==> config.mk <==
export PLATFORM = sky130hd
export DESIGN_NAME = multicycle_ctrl
export DESIGN_NICKNAME = d
export VERILOG_FILES = /design/src/rtl/multicycle_ctrl.sv
export SDC_FILE = /design/constraint.sdc
export NUM_CORES = 1
export LEC_CHECK = 0
export CAP_MARGIN = 5
export CORE_MARGIN = 8
export CORE_UTILIZATION = 43
export CTS_CLUSTER_DIAMETER = 80
export DETAILED_ROUTE_END_ITERATION = 12
export PLACE_DENSITY = 0.77
export SLEW_MARGIN = 20
export SYNTH_ARGS = -nofsm -noshare
export SYNTH_HDL_FRONTEND = slang
export SYNTH_SLANG_ARGS = --single-unit
==> constraint.sdc <==
create_clock -name Clk -period 1.8 [get_ports Clk]
set_input_delay 0.18 -clock Clk [delete_from_list [all_inputs] [get_ports Clk]]
set_output_delay 0.18 -clock Clk [all_outputs]
set_load 0.01 [all_outputs]
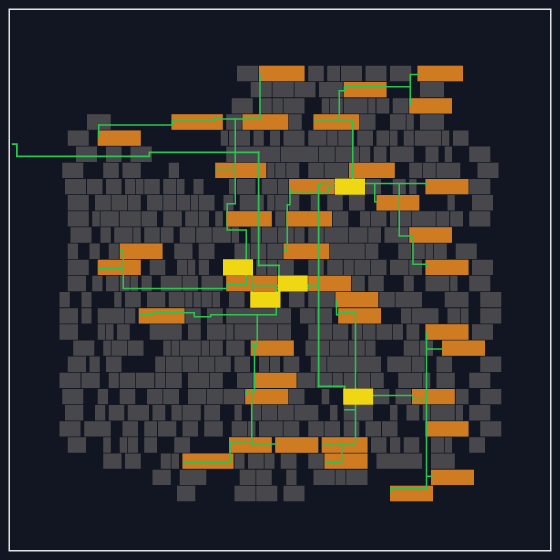
Fig. 1. Clock distribution (run 1).
Orange stands for flip-flops, count 39. Yellow stands for clock-net drivers, count 5. Green stands for clock wires, length 511 µm.
There are 6 routed clock nets.
clk latency late pin: 0.29 ns
Post-Route Skew: 0.00637 ns
clock power share: 0.418
clk pwr: 0.760 mW

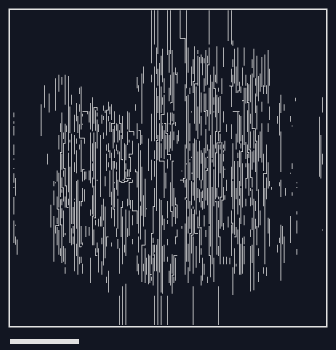
Fig. 2. Signal wires on met2 (run 1).
Scale bar: 20 µm.
The longest straight run is 32.6 µm. 390 nets have wire on it. The layer carries 3860 µm of wire. The wires run mostly vertical.
wirelength, routed: 7710 µm
Vias: 2795
met2 usage: 0.301

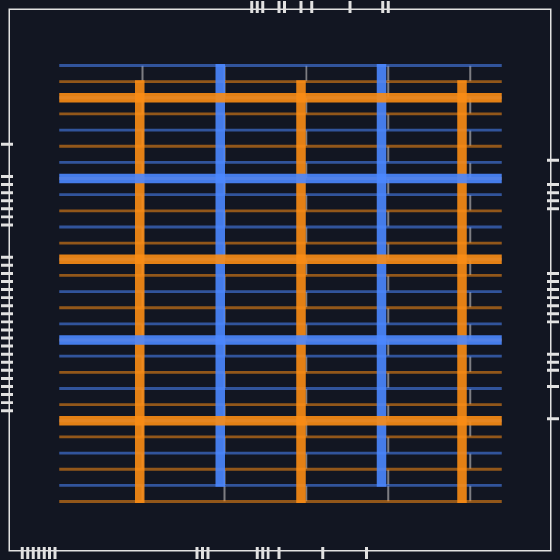
Fig. 3. PDN straps and rails (run 1).
Pins as bars on the die edge. Tap cells in grey.
Blue stands for VDD. Orange stands for VSS.
5 straps on met5. 5 straps on met4. 28 met1 rails follow the rows. The core has 27 rows.
chip width: 90.9 µm
chip height: 90.9 µm

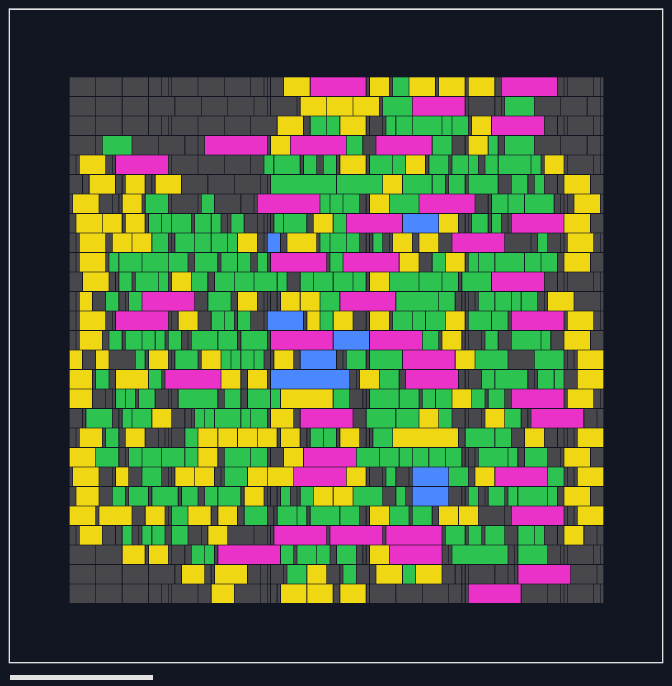
Fig. 4. Cell classes on the final placement (run 1).
Scale bar: 20 µm. Fill, decap, tap and diode cells in grey.
Magenta stands for registers, cells 39, share of their area 22%. Blue stands for clock drivers and dummy loads, cells 8, share of their area 3.1%. Yellow stands for remaining buffers and delay cells, cells 136, share of their area 32%. Green stands for remaining logic cells, cells 241, share of their area 44%.
Seq area share: 0.211
core area: 5470 µm²
design area: 3840 µm²
std cell rows: 27

==> run notes, run 1 <==
flow finished, numbers: CTS-repair resized insts=29, non-clock buffer contribution to total cell area=0.308, Crit. End Element=register, cell family with most CP delay=simple AND/OR/NAND/NOR gates, GPL Wtd Cong=~0.84, comb. cell area=1610 µm², final core occ=0.701, Synth async-reset ratio=0, worst path required time=2.02 ns, share of layout cells above drive strength 1=0.333, Pwr Total=approximately 1.8 mW, slowest cell on the critical path=or4_1, effective utilization at floorplan=0.441, # diodes=0, DRT Pass-1 Iters=4, tool warning count=35, Layout area overhead=58.9%, critical path depth=6, Final Setup Violations=0, Final nets=~440, postcts setup bufs=0, top logic cells by instance count in the layout=buf_4 (70), clkdlybuf4s50_1 (43), nor2_1 (28), worst-path fanout max=18, WP buf/inv=2, ClkCell Share=0.0306, number of enable flip-flop cells=0, most used logic cell in the final layout=buf_4, top cells by count, synth=dfxtp_1 (39), nor2_1 (28), a21oi_1 (27), clkbuf_1 (17), nor4_1 (15), M3 GR Usage=0.0551, DP HPWL=5430 µm, FF-to-FF setup slack=0.001 ns, drt wl/cell=15.5 µm, setup ws final=approximately 0.00099 ns, I/O pin cnt=~70, Final Hold Viols=0, syn_area_per_cell=7.84 µm², status=completed, cell total in the yosys stat output=308, Synth top cell by count=dfxtp_1, Register Area=810 µm², worst hold stages=3, bufs w/o clock=between 100 and 150, GRT busiest layer=met2, H-tree Lvls=2, max reg flops=32, Tmin final=~1.8 ns, fillers=452, Registers, synthesis=39, sequential power share=0.476, grt met1 use=0.199, PwrDens=roughly 470 nW/µm², Combinational Power Share=0.106, Max clock buf depth=2, number of tapcells=between 70 and 80, Cell Type Count=between 50 and 60, Vias/cell=5.64, Worst-path clk slew=0.08 ns, multi-input gates=between 200 and 250, chip area line of the yosys report=around 2400 µm², met2 WL post-DR=between 3000 and 4000 µm, Final Slew Violations=0, hold_ws=0.283 ns, CP startpoint kind=register, Synth top area share=0.323, top cells, area=dfxtp_1 (32%), a21oi_1 (5.6%), mux2_2 (5.6%), nor2_1 (4.4%), o31ai_1 (4.4%), largest net degree at the start of global routing=45, Hold-fix buffers, CTS=0, Met3 Routed Length=around 510 µm, WP data arrival=between 2 and 2.5 ns, Relative slew margins=0.692, Yosys warning count=0, clkbuf count=6, Crit Path Category=reg -> reg, Post-synth seq share=0.323, initial antenna violation count=0, Reg2Reg Depth=6, P_int=approximately 1.4 mW, first-pass GRT wire length=12400 µm, maximum clock rate=between 500 and 600 MHz, main flop type=dfxtp_1, cycle use final=0.999, worst-path cell chain=or4b_1 > nand4b_1 > buf_12 > buf_4 > or4_1 > a21oi_2, CTS tree=yes, met1 WL=roughly 3200 µm, highest metal used=met4, Post-Syn Area=between 2000 and 2500 µm², sequential cells=39, sw power=0.414 mW, inverters=8, setup tns final=0 ns, grt ovf=0, Max-Cap Viols=0, Tot GR Track Use=0.172, Finished Layout Cells=496, Synth area leader=dfxtp_1, multi-input gate share of total cell area=0.419, vias in the first global route=roughly 2700, clock buffer count from CTS=5, dpl ws=-0.295 ns, Nets at Floorplan=between 300 and 400, post-route ant nets=0, largest class=combinational gates
==> run 1: power groups by stage <==
stage               registers [mW]  clock network (mW)  logic, mW
floorplan                    0.886                   0     0.0898
global placement             0.886                   0      0.186
detailed placement           0.886                   0      0.188
CTS                          0.865               0.775      0.186
global route                 0.865               0.817      0.211
finish                       0.864               0.760      0.192
==> run 1: cells by family (layout without fill, tap and decap cells) <==
| family | count (synthesis) | in the layout | share of synthesized area |
|---|---|---|---|
| AND/OR/NAND/NOR | 146 | 147 | 0.353 |
| AND-OR/OR-AND | 68 | 68 | 0.175 |
| flip-flops | 39 | 39 | 0.323 |
| buffers and inverters | 37 | 152 | 0.0689 |
| multiplexers | 14 | 14 | 0.0642 |
| XOR/XNOR | 3 | 3 | 0.0109 |
| adder cells (fa/ha/maj) | 1 | 1 | 0.00518 |
==> run 2, diff against run 1 <==
--- a/config.mk
+++ b/config.mk
@@ -7,10 +7,10 @@
 export LEC_CHECK = 0
 export CAP_MARGIN = 5
 export CORE_MARGIN = 8
-export CORE_UTILIZATION = 43
+export CORE_UTILIZATION = 48
 export CTS_CLUSTER_DIAMETER = 80
 export DETAILED_ROUTE_END_ITERATION = 12
-export PLACE_DENSITY = 0.77
+export PLACE_DENSITY = 0.81
 export SLEW_MARGIN = 20
 export SYNTH_ARGS = -nofsm -noshare
 export SYNTH_HDL_FRONTEND = slang
==> constraint.sdc (replaced) <==
create_clock -name Clk -period 1.7 [get_ports Clk]
set_input_delay 0.17 -clock Clk [delete_from_list [all_inputs] [get_ports Clk]]
set_output_delay 0.17 -clock Clk [all_outputs]
set_load 0.01 [all_outputs]
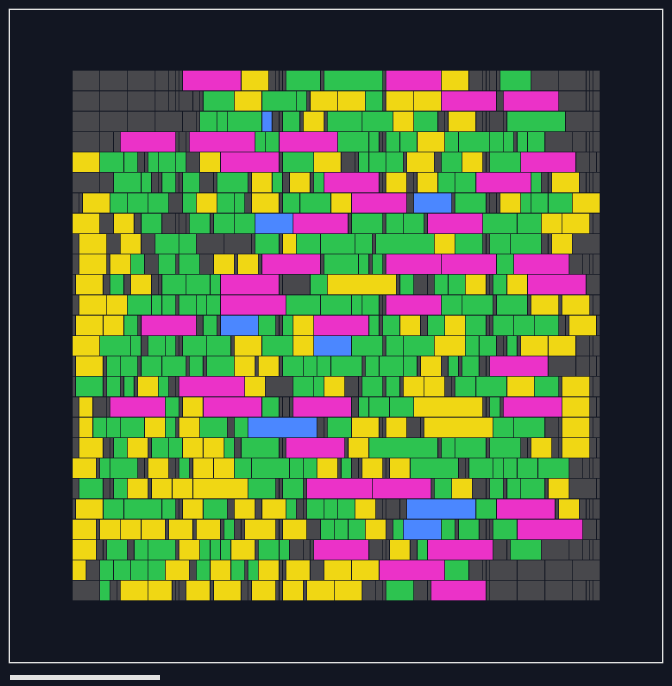
Fig. 5. Cell classes on the final placement (run 2).
Scale bar: 20 µm. Fill, decap, tap and diode cells in grey.
Green stands for remaining logic cells, cells 241, share of their area 45%. Magenta stands for registers, cells 39, share of their area 21%. Blue stands for clock drivers and dummy loads, cells 8, share of their area 3.1%. Yellow stands for remaining buffers and delay cells, cells 137, share of their area 31%.
design area: 3990 µm²
std cell rows: 26
core area: 4980 µm²
Seq area share: 0.206

==> run 2 against run 1 <==
  * The flow now finishes with violations (negative setup slack)
  * Non-clock buffer count increased by 1
  * Area after synthesis unchanged
  * Cell area increased by 4.0%
  * Total power increased by 6.1%
  * Routed wire length increased by 9.8%
  * Register-to-register slack got worse by 0.099 ns
==> run notes, run 2 <==
flow finished, numbers: status=complete, but fails checks, violated checks=negative setup slack, share of layout cells above drive strength 1=0.381, clk pwr=slightly above 0.8 mW, P_int=~1.5 mW, sw power=~0.45 mW, Biggest consumer=registers, Synth async-reset ratio=0, Post-Syn Area=around 2400 µm², Final Hold Viols=0, largest stage delay on the critical path=0.53 ns, I/O pin cnt=between 70 and 80, maximum clock rate=~560 MHz, clk latency late pin=0.30 ns, Finished Layout Cells=around 500, Vias/cell=5.98, first-pass GRT wire length=about 13000 µm, RSZ-0062 raised after global routing=yes, Logic family by area=simple AND/OR/NAND/NOR gates, Final Slew Violations=0, Post-Place Cell Area=~3600 µm², wirelength, routed=8470 µm, chip area line of the yosys report=2410 µm², DP HPWL=roughly 5500 µm, WP buf/inv=2, dpl ws=-0.337 ns, comb. cell area=1710 µm², CTS tree=yes, PwrDens=483 nW/µm², Logic power comb=between 0.2 and 0.25 mW, clock buffer count from CTS=5, Post-route DRC=0, Relative slew margins=0.638, Crit. End Element=register, worst-path fanout max=10, Register Area=~820 µm², Die Area=approximately 7600 µm², simple share=0.353, Cell Type Count=approximately 51, sequential power share=0.473, worst hold path class=in -> reg, cell family with most CP delay=simple AND/OR/NAND/NOR gates, top logic cells by instance count in the layout=buf_4 (68), clkdlybuf4s50_1 (44), nor2_1 (27), clock power share=0.418, Final Setup Violations=31, XORs/XNORs by Area=0.0109, Tot GR Track Use=0.207, H-tree Lvls=2, tool warning count=36, ao+oa area frac=0.175, max reg flops=32, Synth top area share=0.323, CP startpoint kind=register, clk root buf=clkbuf_8, largest net degree at the start of global routing=a little over 50, grt ovf=0, cell total in the yosys stat output=308, chip width=between 80 and 90 µm, Nets at Floorplan=325, hold_ws=0.260 ns, post-route ant nets=0, Mux area share=0.0642, WP data arrival=a little under 2 ns, fa+ha+maj area frac=0.00518, worst-path cell chain=or4b_1 > nand4b_1 > buf_6 > clkbuf_16 > nor4_2 > mux2_2, worst path required time=between 1.5 and 2 ns, top cells, area=dfxtp_1 (32%), a21oi_1 (5.6%), mux2_2 (5.6%), nor2_1 (4.4%), o31ai_1 (4.4%), number of enable flip-flop cells=0, Vias=2959, Max-Cap Viols=0, vias in the first global route=~2700, switching part of the total=0.234, DRT Pass-1 Iters=5, chip height=slightly below 90 µm, setup ws final=-0.0981 ns, Worst-path clk slew=approximately 0.080 ns, slowest cell on the critical path=or4b_1, Post-Syn Instances=roughly 300, main flop type=dfxtp_1, Layout area overhead=65.3%, worst hold stages=3, Final nets=roughly 440, Registers, synthesis=39, Combinational Power Share=0.109, Post-synth seq share=0.323, Reg2Reg Depth=6, P_seq=0.912 mW, peak supply drop=between 0.4 and 0.5 mV, top cells by count, synth=dfxtp_1 (39), nor2_1 (28), a21oi_1 (27), clkbuf_1 (17), nor4_1 (15), Max clock buf depth=2, Pwr Total=1.93 mW, initial antenna violation count=0, FF-to-FF setup slack=-0.1 ns, effective utilization at floorplan=0.485, # diodes=0, cycle use final=1.06, Synth area leader=dfxtp_1, critical path depth=6, Post-Route Skew=roughly 0.0067 ns, most used logic cell in the final layout=buf_4, fillers=approximately 330, setup tns final=-1.60 ns, Synth top cell by count=dfxtp_1, Crit Path Category=reg -> reg, GPL Wtd Cong=~0.85, Yosys warning count=0, drt wl/cell=17.1 µm, syn_area_per_cell=just under 8 µm², Tmin final=1.80 ns
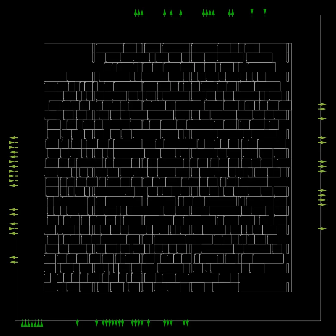
Fig. 6. Cell outlines without signal wires (run 2).
final core occ: 0.802
number of tapcells: 70

## run 2: layout make-up
| cell class | instances | area share |
|---|---|---|
| Clock buffer | 8 | 0.0307 |
| Inverter | 8 | 0.00752 |
| Multi-Input combinational cell | 233 | 0.428 |
| Sequential cell | 39 | 0.206 |
| Tap cell | 70 | 0.0219 |
| Timing Repair Buffer | 137 | 0.306 |
## run 2: timing repair
action,4_1_cts,5_1_grt
endpoints found under the hold margin,0,0
endpoints found under the setup margin,40,37
hold buffers,0,0
gates resized,37,35
setup buffers,2,8
gates cloned,1,3
pin swaps,3,16
## run 2: routing by layer
layer / vias to the layer above / track usage / routed length, µm
li1: 1378 / - / -
met2: 127 / 0.381 / 4430
met5: - / 0 / 0
met1: 1426 / 0.232 / 3210
met3: 28 / 0.0387 / 579
met4: 0 / 0.0704 / 243
No activity file was given, so power comes from the tool's default toggle rates.
